port_trees.png
(6 px per um)
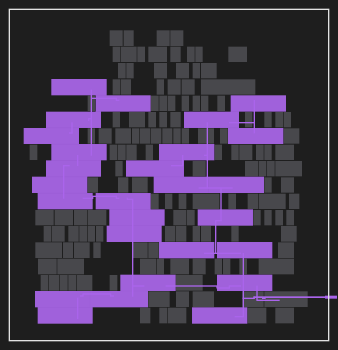
m2.png
(6 px per um)
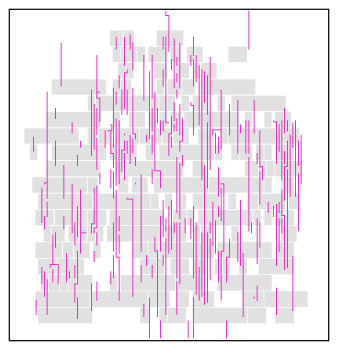
closeup.png
Region (30, 31) to (50, 51) um. Cells in grey, sequential cells in the stronger grey; small squares are vias.
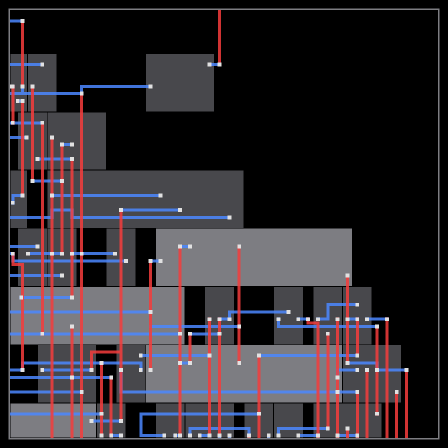
clock_nets.png
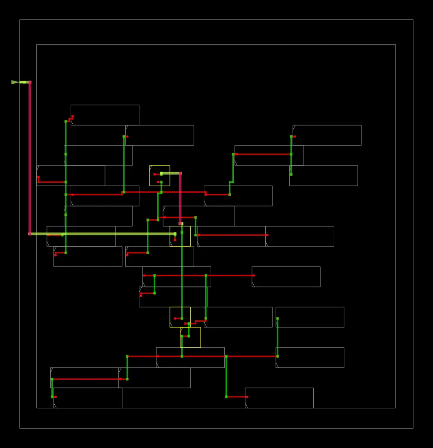
layers.png
(10 px per um) Only two layers are drawn.
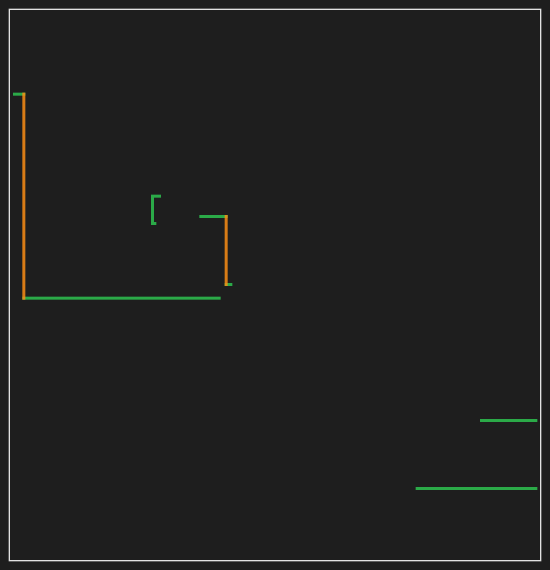
===== config.mk =====
export PLATFORM = sky130hd
export DESIGN_NAME = cpu_clock_gen_flat
export DESIGN_NICKNAME = d
export VERILOG_FILES = /design/src/rtl/cpu_clock_gen_if.sv /design/src/rtl/cpu_clock_gen.sv /design/src/flat_wrapper.sv
export SDC_FILE = /design/constraint.sdc
export NUM_CORES = 1
export LEC_CHECK = 0
export ABC_AREA = 1
export CAP_MARGIN = 10
export CORE_AREA = 2 2 51 53
export CTS_CLUSTER_DIAMETER = 80
export DETAILED_ROUTE_END_ITERATION = 10
export DIE_AREA = 0 0 53 55
export PLACE_DENSITY = 0.76
export SYNTH_ARGS = -nofsm -noshare
export SYNTH_HDL_FRONTEND = slang
export SYNTH_SLANG_ARGS = --single-unit

===== constraint.sdc =====
create_clock -name clk_12_5875 -period 1.38 [get_ports clk_12_5875]
set_input_delay 0.138 -clock clk_12_5875 [delete_from_list [all_inputs] [get_ports clk_12_5875]]
set_output_delay 0.138 -clock clk_12_5875 [all_outputs]
set_load 0.02 [all_outputs]

===== src/rtl/cpu_clock_gen_if.sv =====
// Debug controls into, and clock enables / resets out of, the CPU clock generator.
interface cpu_clock_gen_if;
  logic halt;
  logic step;
  logic cpu_clk_enable;
  logic phi2;
  logic controller_clk_in_enable;
  logic rst;
  logic cpu_res_B;
  logic running;

  modport master (
    input  halt,
    input  step,
    output cpu_clk_enable,
    output phi2,
    output controller_clk_in_enable,
    output rst,
    output cpu_res_B,
    output running
  );

  modport slave (
    output halt,
    output step,
    input  cpu_clk_enable,
    input  phi2,
    input  controller_clk_in_enable,
    input  rst,
    input  cpu_res_B,
    input  running
  );
endinterface


===== src/rtl/cpu_clock_gen.sv =====
// CPU clock-enable / phi2 generator and reset sequencer driven by the pixel clock,
// with a halt / single-step gate that only freezes the CPU at a period boundary.
module cpu_clock_gen #(
  parameter int CPU_DIV       = 4,
  parameter int CTRL_DIV      = 64,
  parameter int RST_HOLD      = 16,
  parameter int CPU_RES_EXTRA = 8
) (
  input  logic            clk_12_5875,
  input  logic            rst_B,
  cpu_clock_gen_if.master bus
);
  localparam int DW = $clog2(CPU_DIV);
  localparam int CW = (CTRL_DIV > 1) ? $clog2(CTRL_DIV) : 1;
  localparam int HW = (RST_HOLD > 0) ? $clog2(RST_HOLD + 1) : 1;
  localparam int RW = $clog2(CPU_RES_EXTRA + 1);

  localparam logic [DW-1:0] DIV_LAST  = DW'(CPU_DIV - 1);
  localparam logic [DW-1:0] DIV_HALF  = DW'(CPU_DIV / 2);
  localparam logic [CW-1:0] CTRL_LAST = CW'(CTRL_DIV - 1);
  localparam logic [HW-1:0] HOLD_MAX  = HW'(RST_HOLD);
  localparam logic [RW-1:0] RES_MAX   = RW'(CPU_RES_EXTRA);

  if ((CPU_DIV < 2) || ((CPU_DIV % 2) != 0)) begin : g_bad_cpu_div
    $error("cpu_clock_gen: CPU_DIV must be even and >= 2");
  end
  if (CTRL_DIV < 1) begin : g_bad_ctrl_div
    $error("cpu_clock_gen: CTRL_DIV must be >= 1");
  end
  if (CPU_RES_EXTRA < 2) begin : g_bad_res_extra
    $error("cpu_clock_gen: CPU_RES_EXTRA must be >= 2");
  end

  logic [1:0]    sync_r;
  logic [HW-1:0] hold_cnt_r, hold_next_s;
  logic          rst_r, rst_next_s;
  logic [DW-1:0] div_cnt_r, div_next_s;
  logic          step_d_r, step_rise_s, stall_s;
  logic          step_pending_r, pending_next_s;
  logic [CW-1:0] ctrl_cnt_r, ctrl_next_s;
  logic [RW-1:0] res_cnt_r, res_next_s;
  logic          en_r, en_next_s;
  logic          phi2_r, phi2_next_s;
  logic          ctrl_en_r, ctrl_en_next_s;
  logic          cpu_res_b_r, cpu_res_b_next_s;
  logic          running_r, running_next_s;

  // Next-state logic; outputs are registered from next state so each flop
  // reflects the counter value it sits alongside.
  always_comb begin
    stall_s     = bus.halt && !step_pending_r && (div_cnt_r == '0);
    step_rise_s = bus.step && !step_d_r;

    if (sync_r[1] && (hold_cnt_r != HOLD_MAX)) begin
      hold_next_s = hold_cnt_r + HW'(1);
    end else begin
      hold_next_s = hold_cnt_r;
    end
    rst_next_s = !(sync_r[1] && (hold_cnt_r == HOLD_MAX));

    if (rst_r || stall_s || (div_cnt_r == DIV_LAST)) begin
      div_next_s = '0;
    end else begin
      div_next_s = div_cnt_r + DW'(1);
    end

    // A step is only latched while parked at 0; it is consumed when leaving 0.
    if (rst_r) begin
      pending_next_s = 1'b0;
    end else if ((div_cnt_r == '0) && step_pending_r) begin
      pending_next_s = 1'b0;
    end else if (stall_s && step_rise_s) begin
      pending_next_s = 1'b1;
    end else begin
      pending_next_s = step_pending_r;
    end

    if (en_r) begin
      ctrl_next_s = (ctrl_cnt_r == CTRL_LAST) ? '0 : (ctrl_cnt_r + CW'(1));
    end else begin
      ctrl_next_s = ctrl_cnt_r;
    end

    if (en_r && (res_cnt_r != RES_MAX)) begin
      res_next_s = res_cnt_r + RW'(1);
    end else begin
      res_next_s = res_cnt_r;
    end

    en_next_s        = (div_next_s == DIV_LAST);
    phi2_next_s      = (div_next_s >= DIV_HALF);
    ctrl_en_next_s   = en_next_s && (ctrl_next_s == CTRL_LAST);
    cpu_res_b_next_s = (res_next_s == RES_MAX);
    running_next_s   = !rst_next_s &&
                       !((div_next_s == '0) && bus.halt && !pending_next_s);
  end

  // State and output registers.
  always_ff @(posedge clk_12_5875 or negedge rst_B) begin
    if (!rst_B) begin
      sync_r         <= 2'b00;
      hold_cnt_r     <= '0;
      rst_r          <= 1'b1;
      div_cnt_r      <= '0;
      step_d_r       <= 1'b0;
      step_pending_r <= 1'b0;
      ctrl_cnt_r     <= '0;
      res_cnt_r      <= '0;
      en_r           <= 1'b0;
      phi2_r         <= 1'b0;
      ctrl_en_r      <= 1'b0;
      cpu_res_b_r    <= 1'b0;
      running_r      <= 1'b0;
    end else begin
      sync_r         <= {sync_r[0], 1'b1};
      hold_cnt_r     <= hold_next_s;
      rst_r          <= rst_next_s;
      div_cnt_r      <= div_next_s;
      step_d_r       <= bus.step;
      step_pending_r <= pending_next_s;
      ctrl_cnt_r     <= ctrl_next_s;
      res_cnt_r      <= res_next_s;
      en_r           <= en_next_s;
      phi2_r         <= phi2_next_s;
      ctrl_en_r      <= ctrl_en_next_s;
      cpu_res_b_r    <= cpu_res_b_next_s;
      running_r      <= running_next_s;
    end
  end

  assign bus.cpu_clk_enable           = en_r;
  assign bus.phi2                     = phi2_r;
  assign bus.controller_clk_in_enable = ctrl_en_r;
  assign bus.rst                      = rst_r;
  assign bus.cpu_res_B                = cpu_res_b_r;
  assign bus.running                  = running_r;
endmodule

===== src/flat_wrapper.sv =====
// flat-port wrapper written by rule: the top's interface ports become plain ports
module cpu_clock_gen_flat 
#(
  parameter int CPU_DIV       = 4,
  parameter int CTRL_DIV      = 64,
  parameter int RST_HOLD      = 16,
  parameter int CPU_RES_EXTRA = 8
)
  (clk_12_5875, rst_B, bus_halt, bus_step, bus_cpu_clk_enable, bus_phi2, bus_controller_clk_in_enable, bus_rst, bus_cpu_res_B, bus_running);
  cpu_clock_gen_if bus_i ();
  input  logic clk_12_5875;
  input  logic rst_B;
  input wire logic [$bits(bus_i.halt)-1:0] bus_halt;
  input wire logic [$bits(bus_i.step)-1:0] bus_step;
  output wire logic [$bits(bus_i.cpu_clk_enable)-1:0] bus_cpu_clk_enable;
  output wire logic [$bits(bus_i.phi2)-1:0] bus_phi2;
  output wire logic [$bits(bus_i.controller_clk_in_enable)-1:0] bus_controller_clk_in_enable;
  output wire logic [$bits(bus_i.rst)-1:0] bus_rst;
  output wire logic [$bits(bus_i.cpu_res_B)-1:0] bus_cpu_res_B;
  output wire logic [$bits(bus_i.running)-1:0] bus_running;
  assign bus_i.halt = bus_halt;
  assign bus_i.step = bus_step;
  assign bus_cpu_clk_enable = bus_i.cpu_clk_enable;
  assign bus_phi2 = bus_i.phi2;
  assign bus_controller_clk_in_enable = bus_i.controller_clk_in_enable;
  assign bus_rst = bus_i.rst;
  assign bus_cpu_res_B = bus_i.cpu_res_B;
  assign bus_running = bus_i.running;
  cpu_clock_gen #(.CPU_DIV(CPU_DIV), .CTRL_DIV(CTRL_DIV), .RST_HOLD(RST_HOLD), .CPU_RES_EXTRA(CPU_RES_EXTRA)) u_core (.clk_12_5875(clk_12_5875), .rst_B(rst_B), .bus(bus_i));
endmodule

==> summary.txt <==
DR pass1 iterations -> 4
Clock share of power -> 21.2%
Post-Syn Area -> 1270 sq um
Overflow after GRT -> 0
Syn. warnings -> 0
Worst EP arrival -> 1.59 ns
CP Capture Type -> flip-flop
OpenROAD warning count -> 30
Number of flip-flops in the largest register -> 6
Tot Pwr -> 0.00158 W
Switch Pwr -> 0.000436 W
Top cells by area -> dfrtp_1, nand2_1, inv_1, ha_1, nand3_1
Final setup fails -> 0
Largest Register -> u_core.ctrl_cnt_r
Starting Density -> 53.8%
Share of power burned in registers -> 59.9%
Post-DP HPWL -> 1.66 mm
Synth Area in Compound Gates -> 3.15%
P_int -> 0.00114 W
Fmax -> 0.751 GHz
Status -> finished, final reports clean
Core area -> 2360 sq um
GPL Wtd Cong -> 0.759
Leading area contributor after synthesis -> dfrtp_1
Die Ht -> 55 um
Global Route Usage Sum -> 17.7%
Non-filler instance count after layout -> 196
Floorplan row count -> 18
Dpl ws -> 0.0118 ns
Mux share -> 0%
# IOs -> 10
Num CTS Buffers -> 3
Path depth of the worst reg2reg path -> 6
# hold bufs at CTS -> 0
Max_cap viols -> 0
Critical path destination -> u_core.bus.running$_DFF_PN0_
Yosys top cell by instances -> nand2_1
Net count after synthesis -> 157
Min-delay worst type -> input pin to asynchronous set/reset pin
Via-to-Cell Ratio -> 4.86
Back to the opening pictures, port_trees.png:
legend:
  purple:
    port: rst_B
    direction: input
    end_cells: 27
    buffers: 2
    wire: 155 um

Back to the opening pictures, m2.png:
wire length on this layer: 1170 um
nets with wire on the layer: 148

Back to the opening pictures, closeup.png:
legend:
  blue:
    layer: M1
  red:
    layer: M2
cells with their middle in the window: 25
sequential cells in the window: 3
most frequent: nand2_1 (8), inv_1 (5), dfrtp_1 (3)
netlist names of flops here include: u_core.res_cnt_r (2), u_core.ctrl_cnt_r (1)

Back to the opening pictures, clock_nets.png:
flip-flops: 27
clk_skew: 0.00813 ns
clock sinks: 27

Back to the opening pictures, layers.png:
legend:
  green:
    layer: M3
    wire_length: 44.2 um
  orange:
    layer: M4
    wire_length: 27.2 um

[area by class of cell]
cell class | count | area share, %
clock inverter | 1 | 0.491
inverter | 29 | 7.11
multi-input combinational | 90 | 34.8
tap | 30 | 2.45
clock buffer | 3 | 1.47
sequential | 27 | 44.3
timing repair buffer | 16 | 9.40
[worst max-delay path, cell delays in order (launching register included)]
cell and delay, ns:
dfrtp_1 0.38, inv_1 0.07, ha_1 0.23, or2_2 0.31, a21oi_2 0.14, nor2_1 0.06, nor2_1 0.09
[metal layers]
| layer | vias to the layer above | global-route usage (%) | part of all wire (%) |
|---|---|---|---|
| li1 | 485 | - | - |
| met1 | 457 | 20.2 | 44 |
| met2 | 7 | 32.9 | 53 |
| met3 | 4 | 3.49 | 2.0 |
| met4 | 0 | 6.41 | 1.2 |
| met5 | - | 0 | 0 |
No activity file was given, so power comes from the tool's default toggle rates.
